### config.mk
export PLATFORM = sky130hd
export DESIGN_NAME = serial_subtractor8
export DESIGN_NICKNAME = d
export VERILOG_FILES = /design/src/rtl/serial_subtractor8_pkg.sv /design/src/rtl/serial_subtractor8_fs.sv /design/src/rtl/serial_subtractor8.sv
export SDC_FILE = /design/constraint.sdc
export NUM_CORES = 1
export LEC_CHECK = 0
export ABC_AREA = 1
export CAP_MARGIN = 20
export CORE_MARGIN = 4
export CORE_UTILIZATION = 58
export CTS_BUF_LIST = sky130_fd_sc_hd__clkbuf_4 sky130_fd_sc_hd__clkbuf_8
export DETAILED_ROUTE_END_ITERATION = 12
export HOLD_SLACK_MARGIN = 0.03
export PLACE_DENSITY = 0.85
export SYNTH_ARGS = -nofsm -noshare
export SYNTH_HDL_FRONTEND = slang
export SYNTH_SLANG_ARGS = --single-unit
### constraint.sdc
create_clock -name clk -period 3.8 [get_ports clk]
set_input_delay 0.76 -clock clk [delete_from_list [all_inputs] [get_ports clk]]
set_output_delay 0.76 -clock clk [all_outputs]
set_load 0.03 [all_outputs]
### src/rtl/serial_subtractor8_pkg.sv
// Shared constants and state encoding for the bit-serial subtractor.
// The state encoding is fixed so waveforms read the same across builds.
package serial_subtractor8_pkg;

  localparam int WIDTH_DEF = 8;
  localparam int IDXW_DEF  = 3;

  typedef enum logic [1:0] {
    IDLE = 2'b00,
    RUN  = 2'b01,
    DONE = 2'b10
  } state_t;

endpackage

### src/rtl/serial_subtractor8_fs.sv
// One-bit full-subtractor cell: diff = x - y - bin, with borrow out.
module full_subtractor_1b (
  input  logic x,
  input  logic y,
  input  logic bin,
  output logic diff,
  output logic bout
);

  assign diff = x ^ y ^ bin;
  assign bout = (~x & y) | (~(x ^ y) & bin);

endmodule

### src/rtl/serial_subtractor8.sv
// Bit-serial unsigned subtractor: D = A - B, one bit per cycle from the LSB,
// using one full-subtractor cell and a registered borrow. Index 0 is the MSB.
module serial_subtractor8
  import serial_subtractor8_pkg::*;
#(
  parameter int WIDTH = WIDTH_DEF,
  parameter int IDXW  = IDXW_DEF
) (
  input  logic             clk,
  input  logic             rst_n,
  input  logic             start,
  input  logic [0:WIDTH-1] a,
  input  logic [0:WIDTH-1] b,
  output logic             busy,
  output logic             done,
  output logic [0:WIDTH-1] d,
  output logic             b_out
);

  localparam logic [IDXW-1:0] IDX_LSB = IDXW'(WIDTH - 1);

  state_t           r_state;
  logic [0:WIDTH-1] r_ra;
  logic [0:WIDTH-1] r_rb;
  logic [0:WIDTH-1] r_d;
  logic [IDXW-1:0]  r_idx;
  logic             r_borrow;
  logic             r_bout;
  logic             r_busy;
  logic             r_done;

  logic w_diff;
  logic w_bout;

  full_subtractor_1b u_cell (
    .x    (r_ra[r_idx]),
    .y    (r_rb[r_idx]),
    .bin  (r_borrow),
    .diff (w_diff),
    .bout (w_bout)
  );

  always_ff @(posedge clk or negedge rst_n) begin
    if (!rst_n) begin
      r_state  <= IDLE;
      r_ra     <= '0;
      r_rb     <= '0;
      r_d      <= '0;
      r_idx    <= '0;
      r_borrow <= 1'b0;
      r_bout   <= 1'b0;
      r_busy   <= 1'b0;
      r_done   <= 1'b0;
    end else begin
      case (r_state)
        // DONE accepts a new start exactly like IDLE, giving back-to-back ops.
        IDLE, DONE: begin
          r_done <= 1'b0;
          if (start) begin
            r_ra     <= a;
            r_rb     <= b;
            r_borrow <= 1'b0;
            r_idx    <= IDX_LSB;
            r_d      <= '0;
            r_bout   <= 1'b0;
            r_busy   <= 1'b1;
            r_state  <= RUN;
          end else begin
            r_busy  <= 1'b0;
            r_state <= IDLE;
          end
        end
        RUN: begin
          r_d[r_idx] <= w_diff;
          r_borrow   <= w_bout;
          if (r_idx == '0) begin
            r_bout  <= w_bout;
            r_busy  <= 1'b0;
            r_done  <= 1'b1;
            r_state <= DONE;
          end else begin
            r_idx <= r_idx - 1'b1;
          end
        end
        default: begin
          r_busy  <= 1'b0;
          r_done  <= 1'b0;
          r_state <= IDLE;
        end
      endcase
    end
  end

  assign busy  = r_busy;
  assign done  = r_done;
  assign d     = r_d;
  assign b_out = r_bout;

endmodule

==> run_1/port_nets.png <==
Bar = 20 microns.
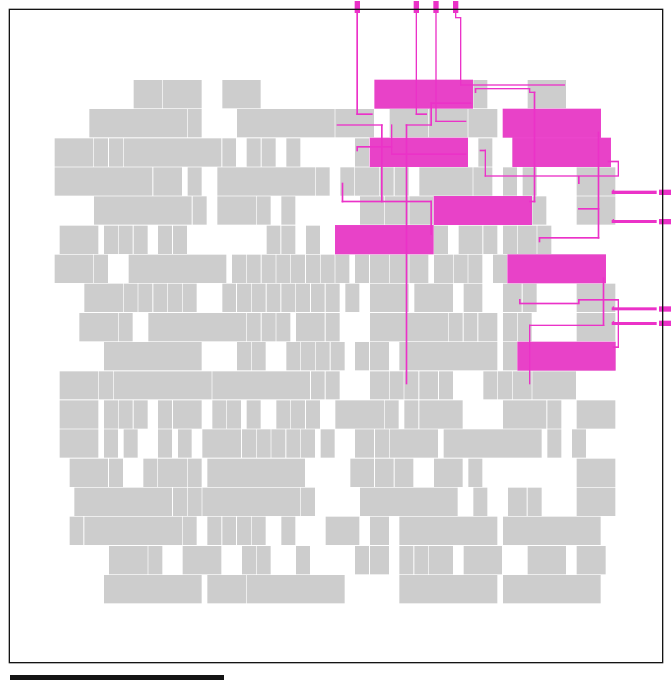
- magenta: d (bits 8; direction output; edge 4 east, 4 north; end cells 8; buffers 8; wire 221 microns)

==> run_1/cell_classes.png <==
Fill, decap, tap and diode cells in grey.
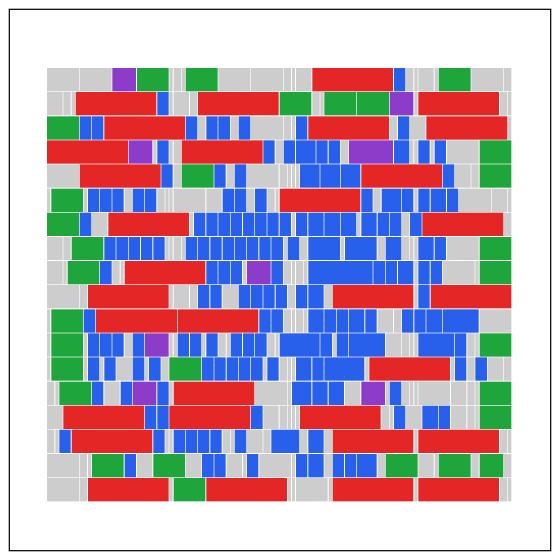
- green: other buffers and delay cells (cells 30)
- red: flip-flops (cells 32)
- blue: all other logic (cells 170)
- purple: clock drivers and dummy loads (cells 8)

==> run_1/final_placement.png <==
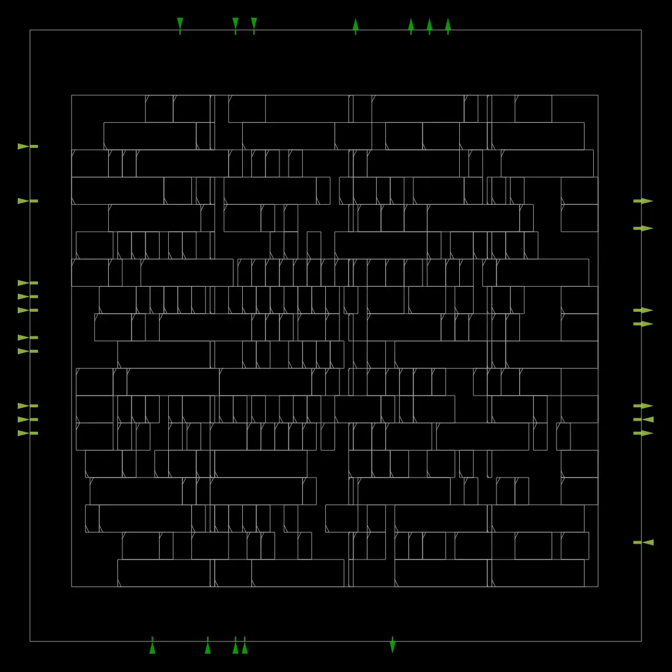
Post-Layout Cell Count: 270
num tapcells: 30
sequential cells: 32
fill count: 186
Rows: 18

==> results_tabular.tex, run 1 <==
% Synthesis and place-and-route results
\begin{tabular}{lr}
\hline
Metric & Value \\
\hline
\multicolumn{2}{l}{\textbf{Placement}} \\
Count of input and output buffers & 29 \\
\multicolumn{2}{l}{\textbf{Timing}} \\
Worst Max-Slew Pin Slew & between 0.4 and 0.5 ns \\
Smallest setup slack after layout & approximately 1.4 ns \\
Final critical delay including setup and external delays & about 2.4 ns \\
Worst relative slew slack & 70.5\% \\
\multicolumn{2}{l}{\textbf{Synth}} \\
Synth async-reset ratio & 100\% \\
Net count of the mapped netlist & 232 \\
Post-synth top flop & sky130\_fd\_sc\_hd\_\_dfrtp\_1 \\
Count of synthesis-stage warnings from yosys & 0 \\
\multicolumn{2}{l}{\textbf{Status}} \\
Outcome & finished, final reports clean \\
\multicolumn{2}{l}{\textbf{Floorplan}} \\
Initial Util & between 60\% and 70\% \\
\multicolumn{2}{l}{\textbf{Power}} \\
Relative contribution of the clock network to total power & 12.9\% \\
\multicolumn{2}{l}{\textbf{Clock network}} \\
Level count of the clock H-tree & 2 \\
\multicolumn{2}{l}{\textbf{Drt}} \\
Overall via count from detail\_route & 1388 \\
Drt total wl & approximately 3.4 mm \\
\multicolumn{2}{l}{\textbf{Finish}} \\
Clock buf/inv share & about 3.4\% \\
Invs w/o clock & 12 \\
Area grow syn2layout & 20.5\% \\
Combinational Area & between 700 and 800 sq um \\
\multicolumn{2}{l}{\textbf{Hold path}} \\
Worst Min Path Start & busy \\
\multicolumn{2}{l}{\textbf{Critical path}} \\
Worst-path fanout max & 15 \\
Critical Path AT & 2.63 ns \\
\multicolumn{2}{l}{\textbf{Global routing}} \\
Initial antenna violation count & 0 \\
\hline
\end{tabular}
-- run 1: power groups by stage --
stage / Clock, uW / Combinational (uW) / Sequential [uW]
detailed placement: 0 / 851 / 634
global placement: 0 / 818 / 628
global route: 242 / 981 / 654
finish: 221 / 857 / 630
floorplan: 0 / 639 / 650
CTS: 224 / 858 / 629
-- run 1: layout by cell type, fill, tap and decap left out --
master / n
sky130_fd_sc_hd__fa_1: 1
sky130_fd_sc_hd__buf_4: 1
sky130_fd_sc_hd__o21ai_1: 4
sky130_fd_sc_hd__inv_1: 5
sky130_fd_sc_hd__dfrtp_1: 32
sky130_fd_sc_hd__clkbuf_8: 1
sky130_fd_sc_hd__nor2_4: 1
sky130_fd_sc_hd__nand2_4: 2
sky130_fd_sc_hd__o21ai_0: 2
sky130_fd_sc_hd__a21oi_1: 3
sky130_fd_sc_hd__nor2_1: 7
sky130_fd_sc_hd__clkbuf_4: 7
sky130_fd_sc_hd__o22ai_1: 4
sky130_fd_sc_hd__clkdlybuf4s50_1: 29
sky130_fd_sc_hd__nand2_1: 117
sky130_fd_sc_hd__inv_2: 6
sky130_fd_sc_hd__nand3_1: 8
sky130_fd_sc_hd__inv_6: 1
sky130_fd_sc_hd__ha_1: 2
sky130_fd_sc_hd__nor3_1: 2
sky130_fd_sc_hd__nand2_2: 2
sky130_fd_sc_hd__nand3_2: 2
sky130_fd_sc_hd__or2_1: 1
-- run 1: metrics by stage --
step	total power [uW]	util (%)	instance area, sq um
2_1_floorplan	1290	-	1620
3_3_place_gp	1450	73.6	1890
3_5_place_dp	1490	73.6	1890
4_1_cts	1710	76.2	1960
5_1_grt	1880	76.2	1960
6_report	1710	76.2	1960
-- run 1: layer usage --
layer	share of wire (%)	vias to the layer above
met2	51	34
met5	0	-
met3	6.1	7
met1	41	644
met4	1.7	0
li1	-	703
==> run 2, diff against run 1 <==
- CORE_UTILIZATION: 58 -> 54
- PLACE_DENSITY: 0.85 -> 0.8
- clock period: 3.8 -> 2.34 ns (I/O delays scaled with it)
==> run_2/cell_classes.png <==
Fill, decap, tap and diode cells in grey.
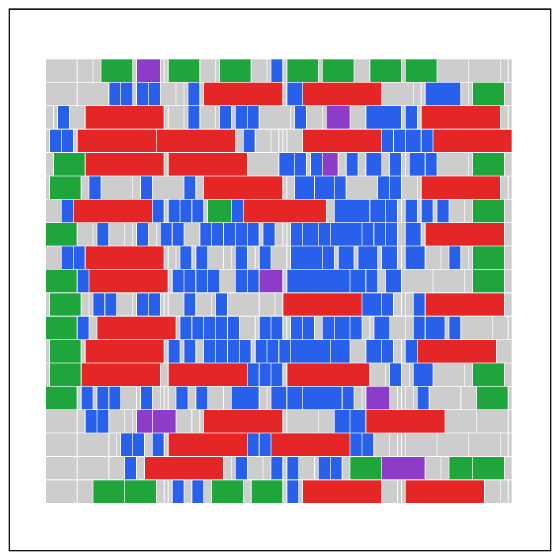
- purple: clock drivers and dummy loads (cells 8)
- red: flip-flops (cells 32)
- green: other buffers and delay cells (cells 31)
- blue: all other logic (cells 170)

==> run_2/port_nets.png <==
Bar = 20 microns.
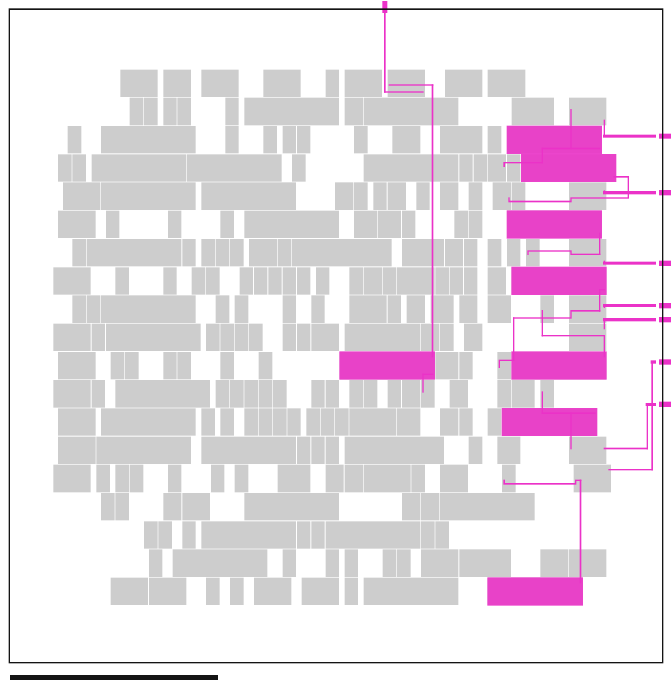
- magenta: d (bits 8; direction output; edge 7 east, 1 north; end cells 8; buffers 8; wire 191 microns)

==> run 2 against run 1 <==
Effect of this change: global-route usage is 3.4 points lower; final cell count is 0.74% higher; sequential share of layout area is 0.055 points lower; fmax is 11% higher; wire length is 5.9% lower; total power is 61% higher; clock skew is 0.0036 ns lower; utilization is 6.1 points lower; largest cell class unchanged; hold slack worse by 0.0022 ns; largest power group unchanged; sequential cell count stayed put; first-iteration DRC count is 41% higher.
==> results_tabular.tex, run 2 <==
% Synthesis and place-and-route results
\begin{tabular}{lr}
\hline
Metric & Value \\
\hline
\multicolumn{2}{l}{\textbf{Status}} \\
Outcome & finished, final reports clean \\
\multicolumn{2}{l}{\textbf{Finish}} \\
Design area & 0.00196 sq mm (+0.45\%) \\
Final Core Density & 70.0\% (-6.1 points) \\
Most numerous logic cells after layout & sky130\_fd\_sc\_hd\_\_nand2\_1, sky130\_fd\_sc\_hd\_\_dfrtp\_1, sky130\_fd\_sc\_hd\_\_clkdlybuf4s50\_1 \\
Fill count & 243 (+31\%) \\
Most instantiated logic cell after routing & sky130\_fd\_sc\_hd\_\_nand2\_1 \\
Post-Layout Cell Count & 272 (+0.74\%) \\
Area grow syn2layout & 21.0\% \\
\multicolumn{2}{l}{\textbf{Synth}} \\
Commonest cells in the synthesized netlist & sky130\_fd\_sc\_hd\_\_nand2\_1, sky130\_fd\_sc\_hd\_\_dfrtp\_1, sky130\_fd\_sc\_hd\_\_nand3\_1, sky130\_fd\_sc\_hd\_\_nor2\_1, sky130\_fd\_sc\_hd\_\_inv\_2 \\
Post-synth top flop & sky130\_fd\_sc\_hd\_\_dfrtp\_1 \\
Main area contributors & sky130\_fd\_sc\_hd\_\_dfrtp\_1, sky130\_fd\_sc\_hd\_\_nand2\_1, sky130\_fd\_sc\_hd\_\_nand3\_1 \\
Number of flops mapped to enable cells by yosys & 0 \\
Count of distinct cell types in the synthesized netlist & 23 \\
Synth async-reset ratio & 100\% (unchanged) \\
Sequential cell area fraction in the yosys report & 49.3\% \\
Count of synthesis-stage warnings from yosys & 0 (unchanged) \\
Net count of the mapped netlist & 232 (unchanged) \\
\multicolumn{2}{l}{\textbf{Placement}} \\
Post-Place Setup Slack & 0.125 ns \\
Count of input and output buffers & 29 (unchanged) \\
Area post-placement & 0.00190 sq mm (+0.46\%) \\
\multicolumn{2}{l}{\textbf{Critical path}} \\
CP endpoint kind & register \\
Depth of the most critical reg-to-reg path & 11 \\
Critical Path AT & 2.40 ns (-0.23 ns) \\
Worst-path fanout max & 15 (unchanged) \\
\multicolumn{2}{l}{\textbf{Clock network}} \\
Level count of the clock H-tree & 2 (unchanged) \\
Buffers inserted by post-CTS timing repair & 0 \\
Clock transition at path regs & 0.10 ns \\
\multicolumn{2}{l}{\textbf{Drt}} \\
Drt total wl & 3.17 mm (-5.9\%) \\
Overall via count from detail\_route & 1358 (-2.2\%) \\
\multicolumn{2}{l}{\textbf{Timing}} \\
Achievable frequency & 467 MHz \\
Smallest setup slack after layout & 0.197 ns (-1.23 ns) \\
Final critical delay including setup and external delays & 2.14 ns (-0.227 ns) \\
Worst Max-Slew Pin Slew & 0.445 ns (+0.00252 ns) \\
Worst relative slew slack & 70.3\% (-0.17 points) \\
\multicolumn{2}{l}{\textbf{Hold path}} \\
Worst Min Path Start & busy \\
\multicolumn{2}{l}{\textbf{Global routing}} \\
GRT met1 Usage & about 22\% \\
Initial antenna violation count & 0 (unchanged) \\
\multicolumn{2}{l}{\textbf{Floorplan}} \\
Initial Util & 57.9\% (-5.4 points) \\
Rows & 19 (+1) \\
\multicolumn{2}{l}{\textbf{Power}} \\
Tot Pwr & 2750 uW (+61\%) \\
\hline
\end{tabular}
[run 2: cell counts after synthesis]
Identical to the previous run, type by type.
[run 2: worst max-delay path, cell delays in order, from the launching register on]
cell and delay [ns]:
sky130_fd_sc_hd__dfrtp_2 0.49, sky130_fd_sc_hd__inv_4 0.17, sky130_fd_sc_hd__nand2_1 0.07, sky130_fd_sc_hd__nand2_1 0.06, sky130_fd_sc_hd__nand2_1 0.04, sky130_fd_sc_hd__nand2_1 0.06
sky130_fd_sc_hd__nand2_1 0.05, sky130_fd_sc_hd__nand2_1 0.07, sky130_fd_sc_hd__inv_1 0.05, sky130_fd_sc_hd__fa_1 0.52, sky130_fd_sc_hd__or2_1 0.31, sky130_fd_sc_hd__o22ai_1 0.18
[run 2: cells by family (layout without fill, tap and decap cells)]
group           after synthesis  in the layout  synth area share, %
simple gates                142            142                 36.2
compound gates               13             13                 4.32
fa+ha+maj                     3              3                 2.78
flops                        32             32                 49.3
buf+inv                      20             51                 7.32
[run 2: routing by layer]
metal | vias up | wire length, microns
met5 | - | 0
met4 | 0 | 68
met3 | 6 | 178
met2 | 40 | 1560
met1 | 605 | 1370
li1 | 707 | -
[run 2: area by class of cell]
class / count / area (sq um) / area share, %
Sequential cell: 32 / 803 / 40.9
Timing Repair Buffer: 31 / 305 / 15.5
Clock inverter: 2 / 10.0 / 0.510
Multi-Input combinational cell: 158 / 703 / 35.8
Tap cell: 31 / 38.8 / 1.97
Inverter: 12 / 52.6 / 2.68
Clock buffer: 6 / 51.3 / 2.61
[run 2: where the power goes]
group          leakage [uW]  switching [uW]  internal, uW
clock             0.0000380             182           143
sequential         0.000400             208           802
combinational      0.000605             880           537
total               0.00104            1270          1480
==> run 3, diff against run 2 <==
- CTS_BUF_LIST: sky130_fd_sc_hd__clkbuf_4 sky130_fd_sc_hd__clkbuf_8 -> sky130_fd_sc_hd__clkbuf_4
- PLACE_DENSITY: 0.8 -> 0.82
==> run_3/pdn.png <==
Bar = 20 microns. Pins as bars on the die edge. Tap cells in grey.
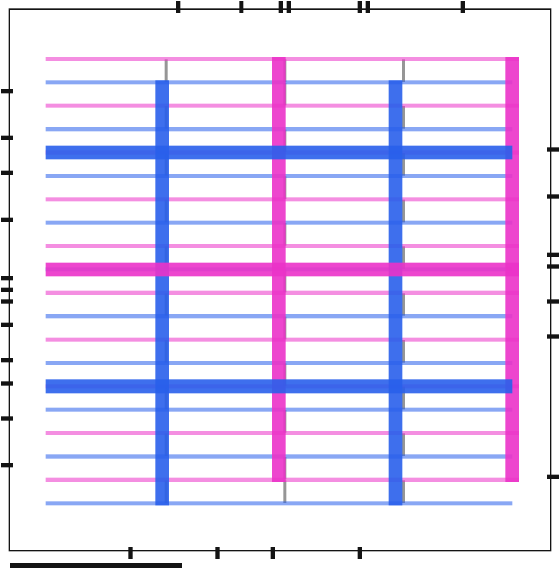
- blue: VSS
- magenta: VDD
- signal pins: 30
- tap cells: 31

==> run_3/port_nets.png <==
Bar = 20 microns.
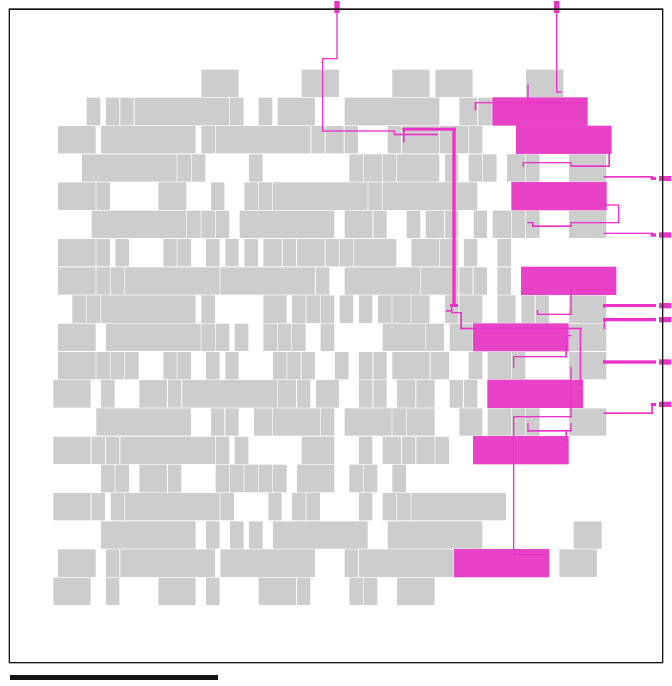
- magenta: d (bits 8; direction output; edge 6 east, 2 north; end cells 8; buffers 8; wire 195 microns)

==> run 3 against run 2 <==
Effect of this change: largest power group unchanged; fmax grew 2.1%; wire length shrank 4.1%; global-route usage shrank 1.2 points; total power shrank 1.5%; largest cell class unchanged; synthesized cell count is the same; via count shrank 3.6%; critical endpoint is now d[5].
==> results_tabular.tex, run 3 <==
% Synthesis and place-and-route results
\begin{tabular}{lr}
\hline
Metric & Value \\
\hline
\multicolumn{2}{l}{\textbf{Status}} \\
Outcome & finished, final reports clean \\
\multicolumn{2}{l}{\textbf{Critical path}} \\
Worst-path fanout max & 15 (unchanged) \\
Standard cell with the maximum stage delay on the critical path & sky130\_fd\_sc\_hd\_\_fa\_1 \\
Largest stage delay, worst path & 0.52 ns (about the same) \\
Most used cell, CP & sky130\_fd\_sc\_hd\_\_nand2\_1 \\
Depth of the most critical reg-to-reg path & 11 (unchanged) \\
Critical-path cell list & inv\_2, nand2\_1, nand2\_1, nand2\_1, nand2\_1, nand2\_1, nand2\_1, inv\_1, fa\_1, or2\_1, o22ai\_1 \\
Critical Path AT & 2.35 ns (-0.05 ns) \\
CP endpoint kind & register \\
\multicolumn{2}{l}{\textbf{Drt}} \\
Overall via count from detail\_route & 1309 (-3.6\%) \\
Met2 Wirelength & 1.38 mm (-12\%) \\
Detailed-routed wire length on met3 & 163 microns (-8.4\%) \\
Drt total wl & 3.04 mm (-4.1\%) \\
Top routing layer in use & met4 \\
\multicolumn{2}{l}{\textbf{Finish}} \\
Post-Layout Cell Count & 272 (unchanged) \\
Area grow syn2layout & 20.4\% \\
Most instantiated logic cell after routing & sky130\_fd\_sc\_hd\_\_nand2\_1 \\
Most numerous logic cells after layout & sky130\_fd\_sc\_hd\_\_nand2\_1, sky130\_fd\_sc\_hd\_\_dfrtp\_1, sky130\_fd\_sc\_hd\_\_clkdlybuf4s50\_1 \\
Design area & 0.00195 sq mm (-0.51\%) \\
Fill count & 237 (-2.5\%) \\
\multicolumn{2}{l}{\textbf{Synth}} \\
Number of flops mapped to enable cells by yosys & 0 (unchanged) \\
Post-synth top flop & sky130\_fd\_sc\_hd\_\_dfrtp\_1 \\
Share of synthesized cell area in and-or and or-and compound cells & 4.32\% (unchanged) \\
Synth async-reset ratio & 100\% (unchanged) \\
Largest non-sequential cell family by area & simple AND/OR/NAND/NOR gates \\
Mux area share & 0\% (unchanged) \\
Commonest cells in the synthesized netlist & sky130\_fd\_sc\_hd\_\_nand2\_1, sky130\_fd\_sc\_hd\_\_dfrtp\_1, sky130\_fd\_sc\_hd\_\_nand3\_1, sky130\_fd\_sc\_hd\_\_nor2\_1, sky130\_fd\_sc\_hd\_\_inv\_2 \\
Synth Area in XOR/XNOR & 0\% (unchanged) \\
Count of distinct cell types in the synthesized netlist & 23 (unchanged) \\
Net count of the mapped netlist & 232 (unchanged) \\
Main area contributors & sky130\_fd\_sc\_hd\_\_dfrtp\_1, sky130\_fd\_sc\_hd\_\_nand2\_1, sky130\_fd\_sc\_hd\_\_nand3\_1 \\
Count of synthesis-stage warnings from yosys & 0 (unchanged) \\
Sequential cell area fraction in the yosys report & 49.3\% (unchanged) \\
Synthesized-area fraction occupied by and/or/nand/nor cells & 36.2\% (unchanged) \\
\multicolumn{2}{l}{\textbf{Timing}} \\
Worst relative slew slack & 71.0\% (+0.65 points) \\
Achievable frequency & 476 MHz (+2.1\%) \\
Final critical delay including setup and external delays & 2.10 ns (-0.0439 ns) \\
Worst Max-Slew Pin Slew & 0.436 ns (-0.00978 ns) \\
\multicolumn{2}{l}{\textbf{Clock network}} \\
Level count of the clock H-tree & 2 (unchanged) \\
Clock transition at path regs & 0.09 ns (about the same) \\
Buffers inserted by post-CTS timing repair & 0 (unchanged) \\
\multicolumn{2}{l}{\textbf{Placement}} \\
RD Place Congestion & 0.845 \\
Count of input and output buffers & 29 (unchanged) \\
Area post-placement & 0.00190 sq mm (unchanged) \\
\multicolumn{2}{l}{\textbf{Hold path}} \\
Worst Min Path Start & r\_ra[0] \\
\multicolumn{2}{l}{\textbf{Floorplan}} \\
Initial Util & 57.9\% (unchanged) \\
Chip area & 0.00395 sq mm \\
Rows & 19 (unchanged) \\
\hline
\end{tabular}
run 3: critical path, delay by kind of cell, from the launching register on:
family | cells | cell delay, ns
simple gates | 7 | 0.68
fa+ha+maj | 1 | 0.52
flops | 1 | 0.40
buf+inv | 2 | 0.26
compound gates | 1 | 0.17
run 3: kinds of logic (layout without fill, tap and decap cells):
| group | Yosys count | count (layout) |
|---|---|---|
| buffers and inverters | 20 | 51 |
| and+or+nand+nor | 142 | 142 |
| DFF | 32 | 32 |
| adders and majority gates | 3 | 3 |
| AOI/OAI and AO/OA | 13 | 13 |
run 3: report_power, final:
group | internal (uW) | switching (uW) | total, uW
sequential | 798 | 181 | 979
clock | 138 | 177 | 315
combinational | 533 | 883 | 1420
total | 1470 | 1240 | 2710
run 3: layer usage:
metal	global-route usage (%)	vias up
met5	0	-
met4	7.44	0
met3	7.55	8
met2	26.2	30
met1	21.2	564
li1	-	707
run 3: through the flow:
step / utilization [%] / worst slack, ns
6_report: 69.7 / 0.241
4_1_cts: 69.7 / 0.238
5_1_grt: 69.7 / 0.0535
3_5_place_dp: 67.7 / 0.261
2_1_floorplan: - / 0.465
3_3_place_gp: 67.7 / 0.319
run 3: final cells by class:
class	instances	area (sq um)	share of cell area, %
clock buffer	7	52.6	2.69
clock inverter	1	3.75	0.192
inverter	12	50.0	2.56
multi-input combinational	158	703	36.0
sequential	32	801	41.0
tap	31	38.8	1.98
timing repair buffer	31	305	15.6
run 3: worst max path at each step:
stage              from  slack [ns]    to  cells after the start
3_3_place_gp   r_idx[0]        0.32  d[4]                     11
6_report       r_idx[0]        0.24  d[5]                     11
5_1_grt        r_idx[0]        0.05  d[5]                     11
3_5_place_dp   r_idx[0]        0.26  d[5]                     11
2_1_floorplan  r_idx[0]        0.47  d[2]                     11
4_1_cts        r_idx[0]        0.24  d[5]                     11
Power and IR drop assume default switching activity.
